Figure 1. Cell area per tile.
11 x 11 tiles, from black (low) to pale yellow (high), 0 to 100% covered.
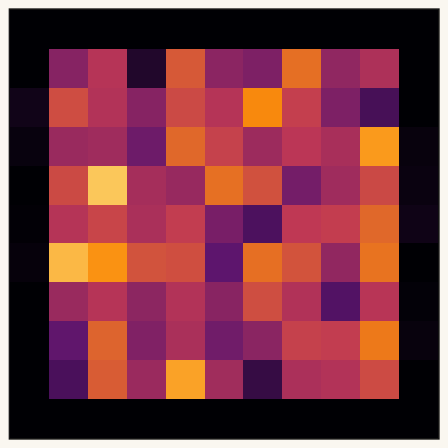
Figure 2. Cell placement.
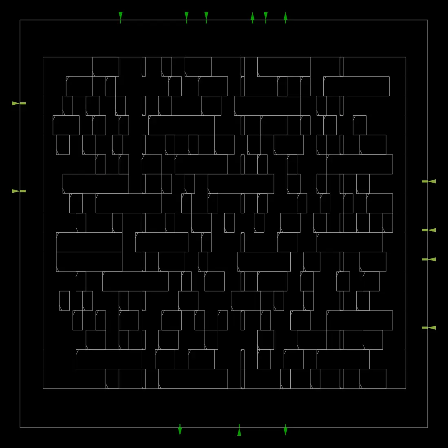
### src/rtl/serial_pkg.sv
// rtl/serial_pkg.sv - shared types and sizing for serial_tx_shifter; SERIAL_TX_PARITY_EN adds the parity frame bit
package serial_pkg;

  typedef enum logic [1:0] {
    ST_IDLE,
    ST_SHIFT,
    ST_PARITY
  } state_t;

`ifdef SERIAL_TX_PARITY_EN
  localparam int PAR_BITS = 1;
`else
  localparam int PAR_BITS = 0;
`endif

  function automatic int cnt_width(input int width);
    return $clog2(width + 1);
  endfunction

endpackage

### src/rtl/serial_tx_shifter_if.sv
// rtl/serial_tx_shifter_if.sv - load handshake and serial frame signals of serial_tx_shifter
interface serial_tx_shifter_if #(
  parameter int WIDTH = 8
);
  logic             load_valid;
  logic             load_ready;
  logic [WIDTH-1:0] load_data;
  logic             sdata;
  logic             sframe;
  logic             done;

  modport master (
    output load_valid,
    output load_data,
    input  load_ready,
    input  sdata,
    input  sframe,
    input  done
  );

  modport slave (
    input  load_valid,
    input  load_data,
    output load_ready,
    output sdata,
    output sframe,
    output done
  );
endinterface

### src/rtl/piso_shift_reg.sv
// rtl/piso_shift_reg.sv - parallel-load shift register whose end bit drives the serial line
module piso_shift_reg #(
  parameter int WIDTH     = 8,
  parameter int MSB_FIRST = 0
) (
  input  logic             clk,
  input  logic             rst_n,
  input  logic             load,
  input  logic             shift,
  input  logic [WIDTH-1:0] data_in,
  output logic             serial_out
);
  logic [WIDTH-1:0] sr;

  // zero fill means the register is empty (sdata=0) once a full frame has left
  always_ff @(posedge clk or negedge rst_n) begin
    if (!rst_n) begin
      sr <= '0;
    end else if (load) begin
      sr <= data_in;
    end else if (shift) begin
      if (MSB_FIRST != 0) begin
        sr <= {sr[WIDTH-2:0], 1'b0};
      end else begin
        sr <= {1'b0, sr[WIDTH-1:1]};
      end
    end
  end

  assign serial_out = (MSB_FIRST != 0) ? sr[WIDTH-1] : sr[0];
endmodule

### src/rtl/serial_tx_shifter.sv
// rtl/serial_tx_shifter.sv - parallel-in serial-out transmitter with framing strobe; SERIAL_TX_PARITY_EN appends even parity
module serial_tx_shifter
  import serial_pkg::*;
#(
  parameter int WIDTH     = 8,
  parameter int MSB_FIRST = 0
) (
  input logic                clk,
  input logic                rst_n,
  serial_tx_shifter_if.slave bus
);
  localparam int FW = WIDTH + PAR_BITS;
  localparam int CW = cnt_width(WIDTH);
  localparam logic [CW-1:0] CNT_LOAD = CW'(FW - 1);

  state_t        state;
  logic [CW-1:0] cnt;
  logic          sframe_q;
  logic          done_w;
  logic          accept;
  logic          shift_en;
  logic [FW-1:0] frame_word;

  // parity rides in the shift register as the last bit out
`ifdef SERIAL_TX_PARITY_EN
  assign done_w     = (state == ST_PARITY);
  assign frame_word = (MSB_FIRST != 0) ? {bus.load_data, ^bus.load_data}
                                       : {^bus.load_data, bus.load_data};
`else
  assign done_w     = (state == ST_SHIFT) && (cnt == '0);
  assign frame_word = bus.load_data;
`endif

  assign bus.load_ready = (state == ST_IDLE) || done_w;
  assign accept         = bus.load_valid && bus.load_ready;
  assign shift_en       = (state != ST_IDLE) && !accept;
  assign bus.done       = done_w;
  assign bus.sframe     = sframe_q;

  always_ff @(posedge clk or negedge rst_n) begin
    if (!rst_n) begin
      state    <= ST_IDLE;
      cnt      <= '0;
      sframe_q <= 1'b0;
    end else if (accept) begin
      state    <= ST_SHIFT;
      cnt      <= CNT_LOAD;
      sframe_q <= 1'b1;
    end else begin
      case (state)
        ST_SHIFT: begin
          if (cnt == '0) begin
            state    <= ST_IDLE;
            sframe_q <= 1'b0;
          end else begin
            cnt <= cnt - CW'(1);
`ifdef SERIAL_TX_PARITY_EN
            if (cnt == CW'(1)) begin
              state <= ST_PARITY;
            end
`endif
          end
        end
        ST_PARITY: begin
          state    <= ST_IDLE;
          sframe_q <= 1'b0;
        end
        default: begin
        end
      endcase
    end
  end

  piso_shift_reg #(
    .WIDTH     (FW),
    .MSB_FIRST (MSB_FIRST)
  ) u_piso (
    .clk        (clk),
    .rst_n      (rst_n),
    .load       (accept),
    .shift      (shift_en),
    .data_in    (frame_word),
    .serial_out (bus.sdata)
  );
endmodule

### src/flat_wrapper.sv
// flat-port wrapper written by rule: the top's interface ports become plain ports
module serial_tx_shifter_flat import serial_pkg::*;
#(
  parameter int WIDTH     = 8,
  parameter int MSB_FIRST = 0
)
  (clk, rst_n, bus_load_valid, bus_load_data, bus_load_ready, bus_sdata, bus_sframe, bus_done);
  serial_tx_shifter_if #(.WIDTH(WIDTH)) bus_i ();
  input logic clk;
  input logic rst_n;
  input wire logic [$bits(bus_i.load_valid)-1:0] bus_load_valid;
  input wire logic [$bits(bus_i.load_data)-1:0] bus_load_data;
  output wire logic [$bits(bus_i.load_ready)-1:0] bus_load_ready;
  output wire logic [$bits(bus_i.sdata)-1:0] bus_sdata;
  output wire logic [$bits(bus_i.sframe)-1:0] bus_sframe;
  output wire logic [$bits(bus_i.done)-1:0] bus_done;
  assign bus_i.load_valid = bus_load_valid;
  assign bus_i.load_data = bus_load_data;
  assign bus_load_ready = bus_i.load_ready;
  assign bus_sdata = bus_i.sdata;
  assign bus_sframe = bus_i.sframe;
  assign bus_done = bus_i.done;
  serial_tx_shifter #(.WIDTH(WIDTH), .MSB_FIRST(MSB_FIRST)) u_core (.clk(clk), .rst_n(rst_n), .bus(bus_i));
endmodule
### config.mk
export PLATFORM = sky130hd
export DESIGN_NAME = serial_tx_shifter_flat
export DESIGN_NICKNAME = d
export VERILOG_FILES = /design/src/rtl/serial_pkg.sv /design/src/rtl/serial_tx_shifter_if.sv /design/src/rtl/piso_shift_reg.sv /design/src/rtl/serial_tx_shifter.sv /design/src/flat_wrapper.sv
export SDC_FILE = /design/constraint.sdc
export NUM_CORES = 1
export LEC_CHECK = 0
export ABC_AREA = 1
export CELL_PAD_IN_SITES_DETAIL_PLACEMENT = 2
export CELL_PAD_IN_SITES_GLOBAL_PLACEMENT = 2
export CORE_MARGIN = 3
export CORE_UTILIZATION = 27
export DETAILED_ROUTE_END_ITERATION = 12
export GPL_ROUTABILITY_DRIVEN = 0
export PLACE_DENSITY = 0.72
export SYNTH_ARGS = -nofsm -noshare
export SYNTH_HDL_FRONTEND = slang
export SYNTH_SLANG_ARGS = --single-unit
### constraint.sdc
create_clock -name clk -period 1.55 [get_ports clk]
set_input_delay 0.465 -clock clk [delete_from_list [all_inputs] [get_ports clk]]
set_output_delay 0.465 -clock clk [all_outputs]
set_load 0.05 [all_outputs]
==> results_slide.txt <==
Flow Results at a Glance

Placement
  – HPWL after DPL: between 1.5 and 2 mm
  – DP Worst Slack: -0.0886 ns
  – Inst Count DP: 144
  – Dpl cell area: around 1000 µm²
  – PortBufs: 14

Finish
  – Nonclk buf count: 29
  – Top reg by flops: u_core.u_piso.sr
  – Area Overhead vs Synth: 54.1%
  – Most numerous logic cell after layout: nand2_1
  – Fillers: 272
  – Inverter count: 16
  – Finished Cell Area: 0.00108 mm²
  – Combinational Area: 319 µm²
  – Flip-flops: 13
  – Share of layout cells above drive strength 1: 0.260
  – MI comb cells: 61
  – Top Layout Cells: nand2_1, nand3_1, inv_1
  – Antenna cell count: 0
  – Signal buf overhead: 0.287
  – Register area: 327 µm²
  – Fraction of area in multi-input gates: 0.297
  – Max FFs per register: 8

Clocking
  – # clock sinks: 13
  – Post-CTS Hold Buffers: 0
  – Clock root cell: clkbuf_4
  – Num CTS Buffers: 3
  – Cts repair resizes: 8
  – CTS tree: built
  – Worst-skew pair later-pin latency: 0.29 ns
  – H-tree Lvls: 1
  – Worst-path clk slew: 0.09 ns
  – Buffer depth of the longest clock path: 2

Global route
  – Antenna violations before repair: 0
  – Tot GR Track Use: 0.157
  – Global Route met3 Usage: 0.0299
  – GR peak layer: met2
  – Met1 Track Usage GR: 0.187
  – Total grt overflow: 0
  – First-pass GRT wire length: 3.84 mm

Setup path
  – CP Launch Point: u_core.cnt[0]
  – Crit-path slowest cell: dfrtp_1
  – Crit-path max FO: 3
  – CP Cell Sequence: inv_2 > ha_4 > nand2_4 > nor2_4 > buf_12
  – Reg2reg setup slack: 0.13 ns
  – CP Buf/Inv Count: 2
  – CP top delay family: flip-flops
  – CP Capture Type: primary output
  – Max incr delay on CP: around 0.41 ns
  – R2R Path End: u_core.u_piso.sr[1]
  – Worst setup path endpoint: bus_done
  – Worst endpoint required time: approximately 1.1 ns
  – Worst path depth: 5
  – Critical Path Source Type: flip-flop
  – Critical path class: reg2out

Synthesis
  – MUX share of area: 0
  – AO/OA Area Share: 0.0215
  – Synth Area in XOR/XNOR: 0
  – Synth cell count leaders: nand2_1, nand3_1, inv_1, dfrtp_1, nor2_1
  – Post-Syn Area per Cell: 7.51 µm²
  – Post-synthesis cell type with the largest instance count: nand2_1
  – Area leader share: 0.466
  – Post-synthesis cell count: 93
  – Post-Synth Adder-Cell Area: 0.0179
  – Dominant Register Cell: dfrtp_1
  – Ys cells: 93
  – Post-synthesis cell type count: 13
  – Post-synth seq share: 0.466
  – Simple-Gate Area Share: 0.367
  – Cell taking the most area after synthesis: dfrtp_1
  – Area reported by Yosys stat: 698 µm²
  – Syn Nets: about 110
  – Number of enable flip-flop cells: 0
  – Top cells, area: dfrtp_1, nand2_1, nand3_1
  – Yosys warning tally: 0

Floorplanning
  – Die X: between 50 and 60 µm
  – Top Ports: 15
  – Initial Utilization: 0.298
  – Die area: 0.00323 mm²
  – Die Y: approximately 57 µm

Drt
  – Post-route ant nets: 0
  – Initial DRC count: 25
  – Metal-1 WL: 1.03 mm
  – Wire length per cell: 17.4 µm
  – Drt total wl: 2.62 mm
  – DR vias: 741
  – Top Layer Used: met4
  – Residual DRC: 0
  – Routed wl met3: 84 µm
  – Met2 routed WL: 1.49 mm

Pwr
  – Sequential power: 0.586 mW
  – Top power group: combinational cells
  – P_int: approximately 1.1 mW
  – Max VDD drop: 0.893 mV
  – Comb. pwr: 1.14 mW
  – NetSw: 0.861 mW
  – Switch share: 0.441
  – Clock Power Share: 0.119
  – Power per cell area: 1820 mW/mm²
  – Logic gate share of total power: 0.581

STA
  – Final hold viol count: 0
  – Min Tclk post-route: roughly 1.7 ns
  – RSZ-0062 raised after global routing: true
  – Final Setup Violations: 2
  – Final WS setup: -0.175 ns
  – Tcrit/Tclk final: 1.11
  – Slew headroom: 0.784
  – Max-slew violations: 0
  – Worst Skew: between 0.003 and 0.004 ns
  – Peak Freq: around 580 MHz

Worst hold path
  – Class of the worst hold path: in2async

Outcome
  – Failing checks: negative setup slack
  – Status: finished, violations left

Run
  – Max Cap Viol: 0
  – Tool warnings: 28
Notes on Figure 1 above:
- fullest tile: 88%
- nearly empty tiles: 28%
- tiles over 75% full: 4.1%
- densest ninth of the die: middle
- mean over tiles: 32%

Notes on Figure 2 above:
Site Rows: 17
sequential share of cell area: 0.303
tap cells: 28
post-route insts no fill: 151
Util after Layout: 0.460

Power figures rest on the tool's default switching activity, not on a simulated workload.
